==> src/rtl/demux_pkg.sv <==
// Shared defaults and slot state encoding for the demux_stream block.
package demux_pkg;

   localparam int DEMUX_DW_DEFAULT = 8;
   localparam int DEMUX_N_DEFAULT  = 4;

   typedef enum logic {
      SLOT_EMPTY = 1'b0,
      SLOT_FULL  = 1'b1
   } slot_state_e;

endpackage

==> src/rtl/demux_slot.sv <==
// One-entry output register slot with valid/ready handshake.
//
//   state      | meaning
//   SLOT_EMPTY | no beat held, o_valid low, always able to load
//   SLOT_FULL  | beat held on o_data until the consumer takes it
module demux_slot
   import demux_pkg::*;
#(
   parameter int DW = DEMUX_DW_DEFAULT
) (
   input  logic          i_clk,
   input  logic          i_rstn,
   input  logic          i_load,
   input  logic [DW-1:0] i_data,
   output logic          o_valid,
   input  logic          i_ready,
   output logic [DW-1:0] o_data,
   output logic          o_can_load
);

   slot_state_e   state_q, state_d;
   logic [DW-1:0] data_q, data_d;

   always_ff @(posedge i_clk or negedge i_rstn) begin
      if (!i_rstn) begin
         state_q <= SLOT_EMPTY;
         data_q  <= '0;
      end else begin
         state_q <= state_d;
         data_q  <= data_d;
      end
   end

   // Data is only written on load, so it stays stable while stalled and
   // keeps its last value after draining.
   always_comb begin
      state_d = state_q;
      data_d  = data_q;
      case (state_q)
         SLOT_EMPTY: begin
            if (i_load) begin
               state_d = SLOT_FULL;
               data_d  = i_data;
            end
         end
         SLOT_FULL: begin
            if (i_load) begin
               state_d = SLOT_FULL;
               data_d  = i_data;
            end else if (i_ready) begin
               state_d = SLOT_EMPTY;
            end
         end
         default: state_d = SLOT_EMPTY;
      endcase
   end

   assign o_valid    = (state_q == SLOT_FULL);
   assign o_can_load = (state_q == SLOT_EMPTY) || i_ready;
   assign o_data     = data_q;

endmodule

==> src/rtl/demux_stream.sv <==
// 1-to-N registered stream demultiplexer with a one-entry slot per channel.
// Optional out-of-range drop counter enabled by DEMUX_STREAM_DROP_CNT_EN.
module demux_stream
   import demux_pkg::*;
#(
   parameter  int DW   = DEMUX_DW_DEFAULT,
   parameter  int N    = DEMUX_N_DEFAULT,
   localparam int SELW = $clog2(N)
) (
   input  logic            i_clk,
   input  logic            i_rstn,
   input  logic            i_in_valid,
   output logic            o_in_ready,
   input  logic [SELW-1:0] i_in_sel,
   input  logic [DW-1:0]   i_in_data,
   output logic [N-1:0]    o_out_valid,
   input  logic [N-1:0]    i_out_ready,
   output logic [N*DW-1:0] o_out_data
`ifdef DEMUX_STREAM_DROP_CNT_EN
   ,
   output logic [7:0]      o_drop_cnt
`endif
);

   logic [N-1:0] sel_oh;
   logic [N-1:0] can_load;
   logic [N-1:0] load;
   logic         in_range;

   for (genvar k = 0; k < N; k++) begin : g_ch
      assign sel_oh[k] = (i_in_sel == SELW'(k));
      assign load[k]   = i_in_valid && sel_oh[k] && can_load[k];

      demux_slot #(.DW(DW)) u_slot (
         .i_clk      (i_clk),
         .i_rstn     (i_rstn),
         .i_load     (load[k]),
         .i_data     (i_in_data),
         .o_valid    (o_out_valid[k]),
         .i_ready    (i_out_ready[k]),
         .o_data     (o_out_data[k*DW +: DW]),
         .o_can_load (can_load[k])
      );
   end

   // Out-of-range selects decode to no channel; those beats are swallowed.
   assign in_range   = |sel_oh;
   assign o_in_ready = in_range ? |(sel_oh & can_load) : 1'b1;

`ifdef DEMUX_STREAM_DROP_CNT_EN
   logic [7:0] drop_cnt_q, drop_cnt_d;

   always_comb begin
      drop_cnt_d = drop_cnt_q;
      if (i_in_valid && !in_range && (drop_cnt_q != 8'hFF))
         drop_cnt_d = drop_cnt_q + 8'd1;
   end

   always_ff @(posedge i_clk or negedge i_rstn) begin
      if (!i_rstn) drop_cnt_q <= '0;
      else         drop_cnt_q <= drop_cnt_d;
   end

   assign o_drop_cnt = drop_cnt_q;
`endif

endmodule

==> config.mk <==
export PLATFORM = sky130hd
export DESIGN_NAME = demux_stream
export DESIGN_NICKNAME = d
export VERILOG_FILES = /design/src/rtl/demux_pkg.sv /design/src/rtl/demux_slot.sv /design/src/rtl/demux_stream.sv
export SDC_FILE = /design/constraint.sdc
export NUM_CORES = 1
export LEC_CHECK = 0
export CAP_MARGIN = 10
export CORE_ASPECT_RATIO = 1.5
export CORE_MARGIN = 1.5
export CORE_UTILIZATION = 48
export CTS_CLUSTER_DIAMETER = 120
export DETAILED_ROUTE_END_ITERATION = 7
export GPL_TIMING_DRIVEN = 1
export PLACE_DENSITY = 0.85
export SLEW_MARGIN = 20
export SYNTH_ARGS = -nofsm -noshare
export SYNTH_HDL_FRONTEND = slang
export SYNTH_HIERARCHICAL = 1
export SYNTH_SLANG_ARGS = --single-unit
==> constraint.sdc <==
create_clock -name i_clk -period 3.7 [get_ports i_clk]
set_input_delay 0.74 -clock i_clk [delete_from_list [all_inputs] [get_ports i_clk]]
set_output_delay 0.74 -clock i_clk [all_outputs]
set_load 0.005 [all_outputs]
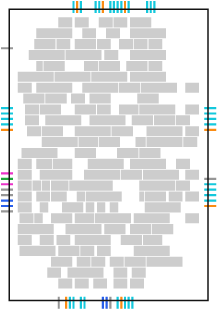
Figure 1: pin map.
Scale: 4 px per µm. Pins as bars across the die edge, other pins in gray.
| port | color | pins | direction | edge |
|---|---|---|---|---|
| i_in_data | orange | 8 | input | 3 top, 2 right, 2 bottom, 1 left |
| i_in_sel | magenta | 2 | input | left |
| i_out_ready | blue | 4 | input | 2 bottom, 2 left |
| i_in_valid | green | 1 | input | left |
| o_out_data | cyan | 32 | output | 12 top, 8 right, 8 bottom, 4 left |
Die W: 49.31 µm
die height: 72.46 µm

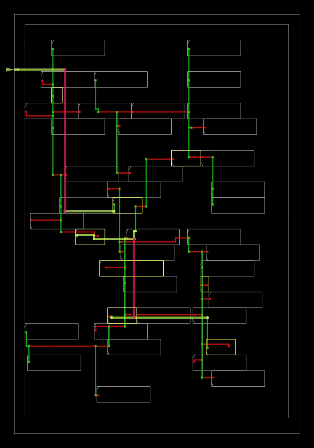
Figure 2: clock nets.
TritonCTS sink count: 36
Flop Count: 36
Latency at later pin: 0.28 ns
CLK BUF: 6

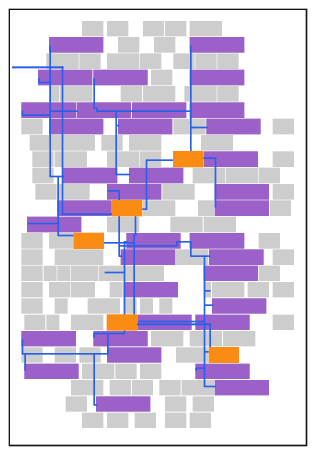
Figure 3: routed clock nets over the placement.
Scale: 6 px per µm.
[clock drivers] orange | count: 5
[flip-flops] purple | count: 36
[clock wires] blue | length: 369 µm
routed clock nets: 6
Clk. pwr: 328 µW
Clock Skews: 0.004199 ns
clock share of power: 0.278

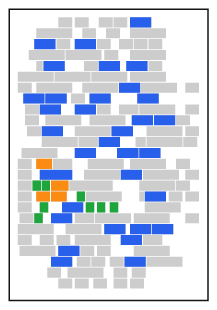
Figure 4: gate families picked out.
Scale: 4 px per µm.
| family | color | cells | most used |
|---|---|---|---|
| NAND gates | green | 8 | nand2b_1 |
| multiplexers | blue | 33 | mux2_4 |
| AND and OR gates | orange | 4 | and4b_2 |
fraction of area in multi-input gates: 0.2725
most frequent logic cell in the layout: clkdlybuf4s50_1
final cell count without fillers: 183

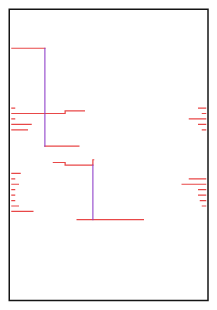
Figure 5: signal wires by layer.
Scale: 4 px per µm. Only two layers are drawn.
| layer | color | wire length |
|---|---|---|
| metal 3 | red | 113 µm |
| metal 4 | purple | 38.1 µm |
GR Util All Layers: 0.1921
drt total wl: 3115 µm
wire per inst: 17.02 µm
vias post-DR: 914

kinds of logic after synthesis:
logic type,after synthesis,share of synthesized area
DFF,36,0.5835
muxes,33,0.3258
and+or+nand+nor,12,0.06159
buffers and inverters,4,0.02917
metal layers:
layer  share of wire  track usage  vias to the layer above
met1            0.39       0.2219                      473
li1                -            -                      408
met4           0.012      0.07619                        0
met5               0            0                        -
met2            0.56       0.3438                       29
met3           0.036      0.04115                        4
state kept, by name (all words and copies together) (netlist names):
name and count:
g_ch.u_slot/o_valid 4, g_ch.u_slot/o_data 32
critical path: cells and delay by family:
| kind | cells | cell delay (ns) |
|---|---|---|
| buf+inv | 2 | 1.00 |
| mux | 1 | 0.53 |
==> flow_summary.toml <==
# flow metrics
[status]
status = "finished, final reports clean"

[cells_and_area]
regArea_um2 = 900.9
drive_gt1_frac = 0.3147
final_area_um2 = 2195
largest_class = "sequential cells"
layout.nets = 159
n_all_buffers = 54
buffer_area_frac = 0.2452
n_antenna_cell = 0
comb_area_um2 = 598.1
area_growth_pct = 42.14
inverters = 0
final_cell_mix = "clkdlybuf4s50_1, dfrtp_1, mux2_4"
seq_share = 0.4105

[critical_path]
cpMostUsedCell = "clkdlybuf4s50_1"
slowest_stage = "clkdlybuf4s50_1"
crit_start = "i_in_sel[0]"
reg2reg_depth = 3
worstSetupEndpointType = "primary output"
critical-path-max-stage-delay_ns = 0.54
r2r-end = "g_ch[0].u_slot/o_data[0]$_DFFE_PN0P_"
cp.required_ns = 2.96
crit_fanout = 5
reg2reg_from = "g_ch[0].u_slot/o_valid$_DFF_PN0_"

[placement]
placed_area_um2 = 2087
port_buffers = 53
post-dp-hpwl_um = 2224
place_ws_ns = 0.6896

[timing]
setup_viol = 0
finalHoldViolCount = 0
clock.fmax_mhz = 332.3
max-slew-margin-rel = 0.5003
worst-slew-pin-transition_ns = 0.7472
setup_tns_ns = 0
fin_crit_ns = 3.010
setup_ws_ns = 0.6903
period_used_share = 0.8134

[pwr]
p_total_mw = 1.177
switchingPower_uw = 260.5
power_leader = "sequential cells"
power.internal_uw = 916.2
power.leakage_nw = 0.9721
pg_seq_uw = 519
comb_power_share = 0.280
comb_power_uw = 330
p_sw_frac = 0.2213

[min_path]
holdPathStages = 1
min_from = "g_ch[0].u_slot/o_data[1]$_DFFE_PN0P_"

[synthesis]
netlist_top_cells_count = "dfrtp_1, mux2_4, nand2b_1"
synth_top_area_share = 0.5835
yosys_warnings = 6
flop_cell = "dfrtp_1"
ys_types = 8
synthCells = 85
async_reset_ff_frac = 1.000
ys_seq_share = 0.5835
syn_avg_cell_area_um2 = 18.16

[routing]
vias_per_cell = 4.995
drc = 0

[clock_network]
ctsHoldBuffers = 0
cts_root_buffer = "clkbuf_8"
clockBufferDepth = 2
cts_inserted_buffers = 5
cts_resized = 0

[job]
cap_violations = 0

[floorplanning]
fp_util = 0.4986
num_tap_cells = 40
ios = 54

[global_route]
grt_pass1_wl_um = 5030
grt_remaining_overflow = 0
grt_pass1_vias = 1035
Power is estimated from default activity; no workload was simulated.
